## config.mk

```make
export PLATFORM = sky130hd
export DESIGN_NAME = enemy_sprite_anim_addr
export DESIGN_NICKNAME = d
export VERILOG_FILES = /design/src/rtl/enemy_sprite_anim_addr.sv
export SDC_FILE = /design/constraint.sdc
export NUM_CORES = 1
export LEC_CHECK = 0
export CAP_MARGIN = 10
export CELL_PAD_IN_SITES_DETAIL_PLACEMENT = 1
export CELL_PAD_IN_SITES_GLOBAL_PLACEMENT = 2
export CORE_ASPECT_RATIO = 1.2
export CORE_MARGIN = 2
export CORE_UTILIZATION = 38
export CTS_BUF_LIST = sky130_fd_sc_hd__clkbuf_4
export CTS_CLUSTER_DIAMETER = 100
export DETAILED_ROUTE_END_ITERATION = 12
export DONT_BUFFER_PORTS = 1
export PLACE_DENSITY = 0.83
export SETUP_SLACK_MARGIN = 0.1
export SLEW_MARGIN = 20
export SYNTH_ARGS = -nofsm -noshare
export SYNTH_HDL_FRONTEND = slang
export SYNTH_SLANG_ARGS = --single-unit
```

## constraint.sdc

```tcl
create_clock -name vga_clk -period 3 [get_ports vga_clk]
set_input_delay 0.6 -clock vga_clk [delete_from_list [all_inputs] [get_ports vga_clk]]
set_output_delay 0.6 -clock vga_clk [all_outputs]
set_load 0.05 [all_outputs]
```

## src/rtl/enemy_sprite_anim_addr.sv

```systemverilog
// Address/animation stage for the enemy running sprite: frame-tick FSM,
// per-frame position latch and a 2-cycle scan-to-ROM-address pipeline.
module enemy_sprite_anim_addr #(
   parameter int unsigned SPR_W      = 40,
   parameter int unsigned SPR_H      = 66,
   parameter int unsigned NUM_FRAMES = 4,
   parameter int unsigned FRAME_HOLD = 6,
   parameter int unsigned ADDR_W     = 14,
   localparam int unsigned FI_W      = (NUM_FRAMES > 1) ? $clog2(NUM_FRAMES) : 1
) (
   input  logic              vga_clk,
   input  logic              reset_n,
   input  logic [9:0]        DrawX,
   input  logic [9:0]        DrawY,
   input  logic              blank,
   input  logic              vs,
   input  logic [9:0]        pos_x,
   input  logic [9:0]        pos_y,
   input  logic              running,
   input  logic              facing_left,
   output logic [ADDR_W-1:0] rom_address,
   output logic              in_sprite,
   output logic              blank_d,
   output logic [FI_W-1:0]   frame_idx
);

   localparam int unsigned HC_W = (FRAME_HOLD > 1) ? $clog2(FRAME_HOLD) : 1;
   localparam int unsigned AW1  = ADDR_W + 1;
   localparam logic [10:0]    SPR_W_C  = 11'(SPR_W);
   localparam logic [10:0]    SPR_H_C  = 11'(SPR_H);
   localparam logic [AW1-1:0] FRAME_SZ = AW1'(SPR_W * SPR_H);
   localparam logic [AW1-1:0] ROW_SZ   = AW1'(SPR_W);

   typedef enum logic {IDLE, RUN} state_e;

   state_e            state_q, state_d;
   logic [HC_W-1:0]   hold_q, hold_d;
   logic [FI_W-1:0]   frame_q, frame_d;
   logic              vs_q;
   logic              tick;
   logic [9:0]        pos_x_q, pos_y_q;
   logic              facing_q;

   logic [10:0]       dx_q, dy_q, dx_d, dy_d;
   logic              blank_s1_q;

   logic              in_win;
   logic [10:0]       sx;
   logic [AW1-1:0]    addr_full;
   logic [ADDR_W-1:0] rom_addr_q, rom_addr_d;
   logic              in_sprite_q, blank_d_q;

   assign tick = vs_q & ~vs;

   always_ff @(posedge vga_clk or negedge reset_n) begin
      if (!reset_n) begin
         vs_q     <= 1'b1;
         state_q  <= IDLE;
         hold_q   <= '0;
         frame_q  <= '0;
         pos_x_q  <= '0;
         pos_y_q  <= '0;
         facing_q <= 1'b0;
      end else begin
         vs_q    <= vs;
         state_q <= state_d;
         hold_q  <= hold_d;
         frame_q <= frame_d;
         // Position/facing only move at the frame tick so a frame never tears.
         if (tick) begin
            pos_x_q  <= pos_x;
            pos_y_q  <= pos_y;
            facing_q <= facing_left;
         end
      end
   end

   always_comb begin
      state_d = state_q;
      hold_d  = hold_q;
      frame_d = frame_q;
      if (tick) begin
         unique case (state_q)
            IDLE: begin
               hold_d  = '0;
               frame_d = '0;
               if (running) state_d = RUN;
            end
            RUN: begin
               if (!running) begin
                  state_d = IDLE;
                  hold_d  = '0;
                  frame_d = '0;
               end else if (hold_q == HC_W'(FRAME_HOLD - 1)) begin
                  hold_d  = '0;
                  frame_d = (frame_q == FI_W'(NUM_FRAMES - 1)) ? '0 : frame_q + FI_W'(1);
               end else begin
                  hold_d = hold_q + HC_W'(1);
               end
            end
            default: state_d = IDLE;
         endcase
      end
   end

   // Offsets carry a sign bit so positions left of/above the sprite never alias in.
   assign dx_d = {1'b0, DrawX} - {1'b0, pos_x_q};
   assign dy_d = {1'b0, DrawY} - {1'b0, pos_y_q};

   always_comb begin
      in_win = !dx_q[10] && (dx_q < SPR_W_C) && !dy_q[10] && (dy_q < SPR_H_C) && blank_s1_q;
      sx     = facing_q ? (SPR_W_C - 11'd1 - dx_q) : dx_q;
      addr_full = (AW1'(frame_q) * FRAME_SZ) + (AW1'(dy_q) * ROW_SZ) + AW1'(sx);
      rom_addr_d = in_win ? addr_full[ADDR_W-1:0] : '0;
   end

   always_ff @(posedge vga_clk or negedge reset_n) begin
      if (!reset_n) begin
         dx_q        <= '0;
         dy_q        <= '0;
         blank_s1_q  <= 1'b0;
         rom_addr_q  <= '0;
         in_sprite_q <= 1'b0;
         blank_d_q   <= 1'b0;
      end else begin
         dx_q        <= dx_d;
         dy_q        <= dy_d;
         blank_s1_q  <= blank;
         rom_addr_q  <= rom_addr_d;
         in_sprite_q <= in_win;
         blank_d_q   <= blank_s1_q;
      end
   end

   assign rom_address = rom_addr_q;
   assign in_sprite   = in_sprite_q;
   assign blank_d     = blank_d_q;
   assign frame_idx   = frame_q;

endmodule

```

==> run_1/route_heat.png <==
Scale: 3 px per µm. 20 x 24 tiles, from black (low) to pale yellow (high), scaled to the fullest tile. Values are wire area over tile area, all layers added.
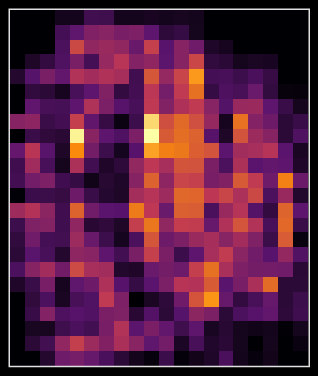
mean over tiles = 0.13
densest ninth of the die = centre
nearly empty tiles = 11%
GRT Total Usage: 17.28%
vias: 3019
final WL: 9707 µm
wire per inst: 16.40 µm

==> run_1/sizing.png <==
Scale: 4 px per µm.
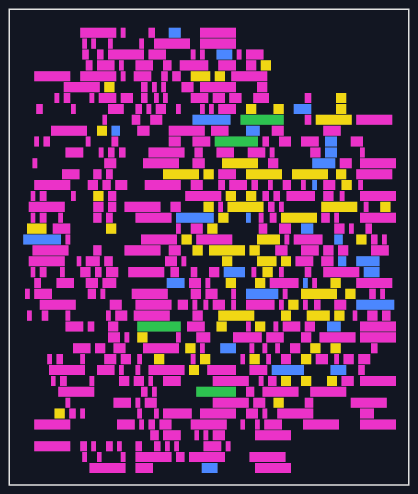
green -> x6 and larger  # cells 4, share 0.87%
magenta -> x1 and smaller  # cells 365, share 79%
blue -> x2  # cells 28, share 6.1%
yellow -> x3 and x4  # cells 65, share 14%
nonclk buf count: 39
area grow syn2layout: 20.56%
Worst Setup Slack, final: -0.2178 ns
final instance area: 5011 µm²

==> run_1/clock_nets.png <==
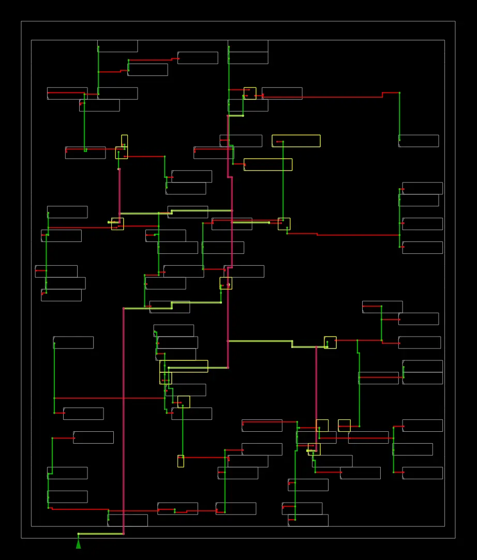
clock buffers: 10
clk sink count: 67
TritonCTS Buffers: 9
Flops: 67

[run 1: sequential cells by signal, indices dropped and copies added (netlist names)]
signal,flops
blank_d,1
pos_x_q,10
blank_s1_q,1
frame_idx,2
facing_q,1
state_q,1
pos_y_q,10
dx_q,11
in_sprite,1
vs_q,1
dy_q,11
rom_address,14
hold_q,3
[run 1: cell usage in the layout (no fill, tap or decap), types with 4 or more instances in the layout]
cell,instances
a21o_1,11
a21oi_1,8
buf_4,38
clkbuf_4,10
dfrtp_1,63
fa_1,8
ha_1,39
ha_4,11
inv_1,54
mux2_2,5
mux2i_1,4
nand2_1,29
nand3_1,5
nor2_1,24
nor2b_1,7
nor3_1,4
o21a_1,6
o21ai_0,27
o21ai_1,5
xnor2_1,20
xor2_1,12
[run 1: final cells by class]
cell class	count	share of cell area, %
multi-input combinational	283	49.06
sequential	67	33.56
timing repair buffer	39	6.242
inverter	57	4.270
tap	129	3.221
clock inverter	6	2.097
clock buffer	10	1.498
antenna	1	0.04994
[run 1: through the flow]
| stage | cell area (µm²) | TNS [ns] | worst slack [ns] | cells | hold WS [ns] |
|---|---|---|---|---|---|
| floorplan | 4202 | -0.03108 | -0.01814 | 414 | 0.3044 |
| global placement | 4573 | -0.4313 | -0.1456 | 567 | 0.3064 |
| detailed placement | 4573 | -0.8702 | -0.2985 | 567 | 0.3064 |
| CTS | 4841 | -0.5567 | -0.2536 | 586 | 0.005975 |
| global route | 5011 | -0.9114 | -0.3412 | 592 | 0.01677 |
| finish | 5011 | -0.4087 | -0.2178 | 592 | 0.03112 |
[run 1: worst register-to-register path: stages (launching register included)]
cell and delay (ns):
dfrtp_1 0.44, buf_4 0.16, ha_1 0.32, ha_1 0.35, nand3_1 0.11, nor2_1 0.07, nor3_1 0.23, xnor2_1 0.15
ha_1 0.28, ha_4 0.25, a21o_1 0.18, a21o_1 0.18, a41oi_2 0.17, o21ai_1 0.08, nor3b_2 0.16
[run 1: repair_timing]
item,CTS,global route
buffers inserted,2,5
setup endpoints to repair,5,6
pin swaps,17,19
hold buffers,1,0
resized,9,20
hold endpoints to repair,67,0
[run 1: per-layer routing]
| layer | part of all wire [%] | track usage [%] | vias to the layer above |
|---|---|---|---|
| li1 | - | - | 1482 |
| met3 | 3.0 | 3.785 | 17 |
| met4 | 2.2 | 6.849 | 0 |
| met2 | 54 | 32.18 | 47 |
| met5 | 0 | 0 | - |
| met1 | 40 | 18.62 | 1473 |
[run 1: cells by family (layout without fill, tap and decap cells)]
| group | Yosys count | in the layout | share of synthesized area, % |
|---|---|---|---|
| and+or+nand+nor | 96 | 96 | 11.53 |
| AOI/OAI and AO/OA | 84 | 84 | 12.79 |
| DFF | 67 | 67 | 40.37 |
| buffers and inverters | 64 | 112 | 5.870 |
| adders and majority gates | 61 | 61 | 20.17 |
| xor gates and xnor gates | 33 | 33 | 6.954 |
| muxes | 9 | 9 | 2.318 |
| other | 0 | 1 | 0 |
==> flow_metrics.env, run 1 <==
# physical design summary
export IMPL_fmax_ghz=0.3108
export IMPL_critical_path_endpoint_type="flip-flop"
export IMPL_min_period_ns=3.218
export IMPL_path_cells="buf_4 -> ha_1 -> ha_1 -> nand3_1 -> nor2_1 -> nor3_1 -> xnor2_1 -> ha_1 -> ha_4 -> a21o_1 -> a21o_1 -> a41oi_2 -> o21ai_1 -> nor3b_2"
export IMPL_initialDrtViolationCount=67
export IMPL_yosys_cell_types_count=46
export IMPL_clockBufferDepth=2
export IMPL_layout_area_comb_um2=2459
export IMPL_port_buffer_count=0
export IMPL_reg2reg_from="dy_q[5]$_DFF_PN0_"
export IMPL_h_tree_depth=3
export IMPL_cp_depth=14
export IMPL_synthFlopType="dfrtp_1"
export IMPL_placementRows=41
export IMPL_die_h_um=118.6
export IMPL_dieArea_um2=11790
export IMPL_netlist_top_cell_by_area="dfrtp_1"
export IMPL_synth_edff_count=0
export IMPL_clock_latency_ns=0.44
export IMPL_syn_area_per_cell_um2=10.04
export IMPL_nFillCells=1183
export IMPL_setup_ws_ns=-0.2178
export IMPL_violations="setup timing"
export IMPL_syn_num_nets=521
export IMPL_warning_count=30
export IMPL_crit_start="dy_q[5]$_DFF_PN0_"
export IMPL_status="complete, but fails checks"
export IMPL_io_pins=64
export IMPL_synth_area_um2=4156
export IMPL_maxCapViolations=0
export IMPL_yosys_cells=414
export IMPL_yosys_stat_seqShare_pct=40.37
export IMPL_grt_antenna_before_repair=1
export IMPL_async_reset_ff_share_pct=100.0
export IMPL_fp_dieW_um=99.48
export IMPL_critPathMostFrequentCell="ha_1"
export IMPL_yosys_area_um2=4156
export IMPL_ys_warn_count=0
export IMPL_finalClockSkew_ns=0.01579
export IMPL_setup_viol=4
export IMPL_hold_viol_final=0
export IMPL_fp_util_pct=39.33
export IMPL_cp_endpoint="rom_address[13]$_DFF_PN0_"
export IMPL_grt_max_degree=68
export IMPL_grt_pass1_wl_um=15800
export IMPL_via_per_inst=5.100
==> inputs of run 2 (changes only) <==
==> constraint.sdc (replaced) <==
create_clock -name vga_clk -period 2.75 [get_ports vga_clk]
set_input_delay 0.55 -clock vga_clk [delete_from_list [all_inputs] [get_ports vga_clk]]
set_output_delay 0.55 -clock vga_clk [all_outputs]
set_load 0.05 [all_outputs]
==> run_2/sizing.png <==
Scale: 4 px per µm.
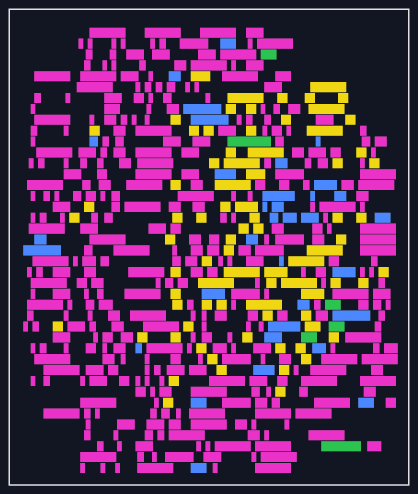
magenta -> x1 and smaller  # cells 358, share 75%
green -> x6 and larger  # cells 6, share 1.3%
yellow -> x3 and x4  # cells 79, share 17%
blue -> x2  # cells 34, share 7.1%
area grow syn2layout: 23.81%
final instance area: 5146 µm²
nonclk buf count: 54
Worst Setup Slack, final: -0.4750 ns

==> run 2 against run 1 <==
  * The flow still finishes with violations (setup timing)
  * Synthesized cell count is the same
  * Sequential cell count is the same
  * Clock skew grew 0.0016 ns
  * Setup slack lost 0.26 ns
  * Global-route usage grew 0.78 points
  * Non-clock buffer count grew 15
  * Fmax shrank 0.22%
  * Hold slack gained 0.097 ns
  * Largest cell class unchanged
==> flow_metrics.env, run 2 <==
# physical design summary
export IMPL_status="complete, but fails checks"
export IMPL_die_h_um=118.6
export IMPL_syn_area_per_cell_um2=10.04
export IMPL_placed_cells=579
export IMPL_setup_ws_ns=-0.4750
export IMPL_place_ws_ns=-0.5310
export IMPL_initialDrtViolationCount=56
export IMPL_layout_area_comb_um2=2511
export IMPL_final_cells=607
export IMPL_lay_top_cells="dfrtp_1, inv_1, buf_4"
export IMPL_placementRows=41
export IMPL_yosys_cell_types_count=46
export IMPL_fp_util_pct=39.33
export IMPL_finalSetupTns_ns=-1.723
export IMPL_violations="setup timing"
export IMPL_cts_inserted_buffers=9
export IMPL_nFillCells=1184
export IMPL_grt_max_degree=68
export IMPL_path_cells="ha_4 -> ha_4 -> inv_2 -> fa_2 -> nor2b_2 -> o21ai_2 -> a21oi_2 -> o21a_1 -> nor2_1 -> xnor2_1 -> ha_1 -> ha_4 -> a21o_1 -> a41oi_2 -> o21ai_1 -> nor3b_2"
export IMPL_warning_count=30
export IMPL_port_buffer_count=0
export IMPL_place_area_um2=4677
export IMPL_vias=3115
export IMPL_wl_per_cell_um=16.52
export IMPL_fp_dieW_um=99.48
export IMPL_hold_viol_final=0
export IMPL_synth_area_um2=4156
export IMPL_lay_top_count="dfrtp_1"
export IMPL_ys_warn_count=0
export IMPL_fmax_ghz=0.3101
export IMPL_finalClockSkew_ns=0.01739
export IMPL_h_tree_depth=3
export IMPL_io_pins=64
export IMPL_setup_viol=6
export IMPL_maxCapViolations=0
export IMPL_grt_antenna_before_repair=1
export IMPL_netlist_top_cell_by_area="dfrtp_1"
export IMPL_via_per_inst=5.132
export IMPL_async_reset_ff_share_pct=100.0
export IMPL_synth_edff_count=0
export IMPL_clock_latency_ns=0.42
export IMPL_yosys_cells=414
export IMPL_clockBufferDepth=2
export IMPL_largest_reg_flops=14
export IMPL_synthFlopType="dfrtp_1"
run 2: cell counts after synthesis:
No cell type changed its count.
run 2: cell families after synthesis:
kind of cell               synth area share (%)
DFF                                       40.37
AOI/OAI and AO/OA                         12.79
xor gates and xnor gates                  6.954
buffers and inverters                     5.870
muxes                                     2.318
adders and majority gates                 20.17
and+or+nand+nor                           11.53
run 2: per-stage QoR:
stage                     utilization (%)  hold WS [ns]
after global routing                48.70       0.08089
after detailed placement            44.26        0.2561
final                               48.70        0.1280
after global placement              44.26        0.2573
after CTS                           47.58       0.08704
after floorplan                         -        0.2544
run 2: layout make-up:
| type | count | share of cell area (%) |
|---|---|---|
| Timing Repair Buffer | 54 | 8.607 |
| Inverter | 57 | 4.158 |
| Multi-Input combinational cell | 283 | 48.80 |
| Clock inverter | 4 | 0.8266 |
| Antenna cell | 1 | 0.04863 |
| Clock buffer | 12 | 1.751 |
| Tap cell | 129 | 3.136 |
| Sequential cell | 67 | 32.68 |
run 2: final timing paths:
check	endpoint	cells past startpoint
min	vs_q$_DFF_PN1_	0
max in group asynchronous	vs_q$_DFF_PN1_	2
max reg2reg	rom_address[13]$_DFF_PN0_	16
min reg2reg	blank_d$_DFF_PN0_	0
min in group asynchronous	state_q$_DFFE_PN0P_	2
max	rom_address[13]$_DFF_PN0_	16
run 2: worst max-delay path, delay by kind of cell, from the launching register on:
| kind | cells | cell delay, ns |
|---|---|---|
| simple gates | 3 | 0.35 |
| compound gates | 6 | 0.79 |
| xor+xnor | 1 | 0.13 |
| buf+inv | 1 | 0.04 |
| flops | 1 | 0.45 |
| fa+ha+maj | 5 | 1.35 |
run 2: what timing repair did:
item                                    CTS  global route
resized                                  21            19
pin swaps                                17            14
hold endpoints to repair                 67             0
setup buffers                             6             4
endpoints found under the setup margin    7             7
hold buffers                              2             0
run 2: layer usage:
metal,track usage (%),up-vias,routed length (µm)
met5,0,-,0
met4,6.592,0,174
met3,3.962,16,422
met2,33.66,61,5529
met1,19.68,1525,3901
li1,-,1513,-
==> inputs of run 3 (changes only) <==
--- a/config.mk
+++ b/config.mk
@@ -5,19 +5,20 @@
 export SDC_FILE = /design/constraint.sdc
 export NUM_CORES = 1
 export LEC_CHECK = 0
+export ABC_AREA = 1
 export CAP_MARGIN = 10
 export CELL_PAD_IN_SITES_DETAIL_PLACEMENT = 1
 export CELL_PAD_IN_SITES_GLOBAL_PLACEMENT = 2
 export CORE_ASPECT_RATIO = 1.2
 export CORE_MARGIN = 2
-export CORE_UTILIZATION = 38
+export CORE_UTILIZATION = 35
 export CTS_BUF_LIST = sky130_fd_sc_hd__clkbuf_4
 export CTS_CLUSTER_DIAMETER = 100
 export DETAILED_ROUTE_END_ITERATION = 12
 export DONT_BUFFER_PORTS = 1
-export PLACE_DENSITY = 0.83
+export PLACE_DENSITY = 0.81
 export SETUP_SLACK_MARGIN = 0.1
-export SLEW_MARGIN = 20
+export SLEW_MARGIN = 10
 export SYNTH_ARGS = -nofsm -noshare
 export SYNTH_HDL_FRONTEND = slang
 export SYNTH_SLANG_ARGS = --single-unit
==> run_3/sizing.png <==
Scale: 4 px per µm.
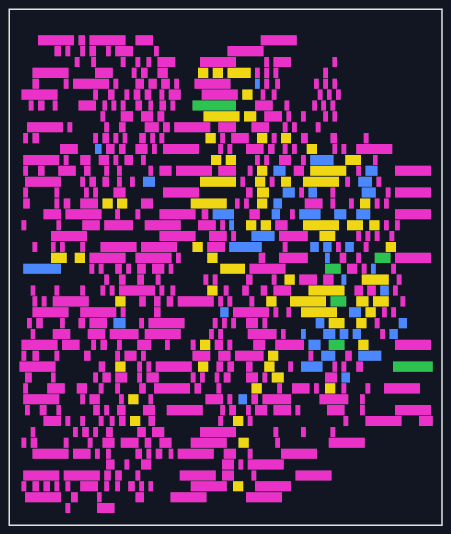
blue -> x2  # cells 43, share 7.2%
green -> x6 and larger  # cells 6, share 1.0%
magenta -> x1 and smaller  # cells 488, share 81%
yellow -> x3 and x4  # cells 64, share 11%
final instance area: 5426 µm²
area grow syn2layout: 19.84%
nonclk buf count: 35
Worst Setup Slack, final: -0.3109 ns

==> run 3 against run 2 <==
  * The run still ends with setup timing left
  * Wire length increased by 6.6%
  * First-iteration DRC count decreased by 29%
  * Highest routed layer unchanged
  * Core utilization decreased by 5.9 points
  * Critical endpoint is now rom_address[12]$_DFF_PN0_
  * Via count increased by 18%
  * Sequential cell count unchanged
  * Critical path depth decreased by 3
==> flow_metrics.env, run 3 <==
# physical design summary
export IMPL_hold_viol_final=0
export IMPL_async_reset_ff_share_pct=100.0
export IMPL_final_cells=766
export IMPL_fin_util_pct=42.83
export IMPL_initialDrtViolationCount=40
export IMPL_io_pins=64
export IMPL_setup_ws_ns=-0.3109
export IMPL_h_tree_depth=3
export IMPL_die_h_um=128.6
export IMPL_grtUsageMet1_pct=19.13
export IMPL_largest_reg_flops=14
export IMPL_syn_area_per_cell_um2=8.159
export IMPL_ys_warn_count=0
export IMPL_vias=3669
export IMPL_setup_viol=6
export IMPL_synthFlopType="dfrtp_1"
export IMPL_clockBufferDepth=2
export IMPL_finalClockSkew_ns=0.01792
export IMPL_via_per_inst=4.790
export IMPL_yosys_cells=555
export IMPL_grt_antenna_before_repair=1
export IMPL_synth_area_um2=4528
export IMPL_status="complete, but fails checks"
export IMPL_gr_usage_met2_pct=30.56
export IMPL_top_usage_layer="met2"
export IMPL_violations="setup timing"
## run 3: kinds of logic after synthesis
logic type / count (synthesis) / synth area share, %
AND/OR/NAND/NOR: 207 / 19.34
buffers and inverters: 109 / 9.229
AND-OR/OR-AND: 82 / 10.25
flip-flops: 67 / 37.05
adder cells (fa/ha/maj): 61 / 18.51
XOR/XNOR: 29 / 5.609
## run 3: through the flow
step / worst slack (ns) / instance area (µm²) / setup TNS [ns]
floorplan: -0.1424 / 4609 / -0.2799
global placement: -0.2403 / 5017 / -0.9668
detailed placement: -0.3948 / 5017 / -1.449
CTS: -0.3383 / 5344 / -1.358
global route: -0.5199 / 5426 / -2.379
finish: -0.3109 / 5426 / -1.467
## run 3: timing repair
item,4_1_cts,5_1_grt
setup endpoints to repair,7,7
hold endpoints to repair,67,0
gates resized,28,23
pin swaps,18,15
hold buffers,2,0
buffers inserted,3,1
## run 3: worst paths after layout
kind,end,slack (ns),cells past startpoint
setup / recovery,rom_address[12]$_DFF_PN0_,-0.31,13
hold / removal,vs_q$_DFF_PN1_,0.10,0
setup reg to reg,rom_address[12]$_DFF_PN0_,-0.31,13
hold reg to reg,blank_d$_DFF_PN0_,0.39,0
max in group asynchronous,vs_q$_DFF_PN1_,1.77,2
min in group asynchronous,rom_address[8]$_DFF_PN0_,0.62,2
## run 3: area by class of cell
class | count | area (µm²) | share of cell area (%)
Sequential cell | 67 | 1678 | 30.92
Antenna cell | 1 | 2.502 | 0.04611
Tap cell | 164 | 205.2 | 3.781
Clock buffer | 12 | 90.09 | 1.660
Timing Repair Buffer | 35 | 300.3 | 5.534
Clock inverter | 4 | 51.30 | 0.9454
Multi-Input combinational cell | 379 | 2704 | 49.83
Inverter | 104 | 395.4 | 7.286
## run 3: worst max-delay path, cell delays in order (launching register included)
cell and delay (ns):
dfrtp_1 0.41, buf_4 0.16, ha_4 0.27, ha_4 0.20, or2_4 0.25, and2_4 0.15
xor2_2 0.16, fa_1 0.60, ha_4 0.24, a21o_1 0.17, a21boi_1 0.12, nand2_1 0.09
nor2_1 0.09, nor2_1 0.05
## run 3: metal layers
layer / up-vias / routed length (µm)
met4: 0 / 348
met2: 65 / 5591
met3: 22 / 396
li1: 1835 / -
met1: 1747 / 4352
met5: - / 0

==> notes/layouts.md <==
Pictures saved along the way, in no particular order.

Signal wires on met3.
Scale: 4 px per µm.
(a)
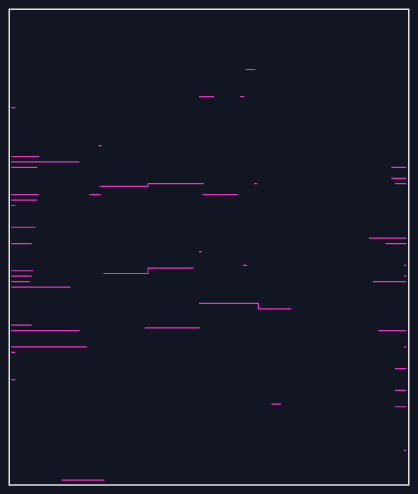
(b)
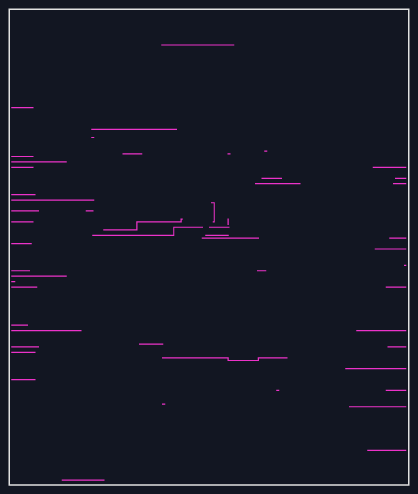
(c)
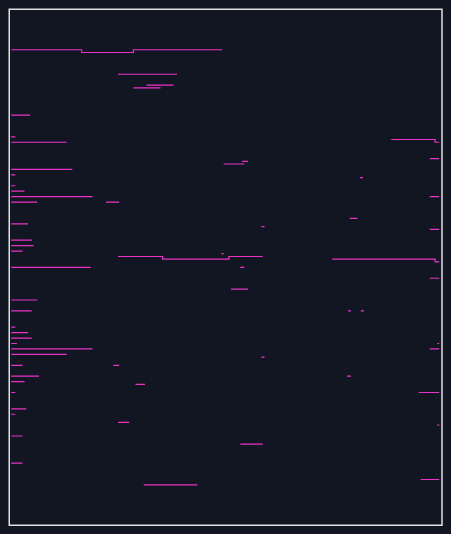
(a) comes from run 1.
(c) comes from run 3.
(b) comes from run 2.
Of these, largest die: (c)

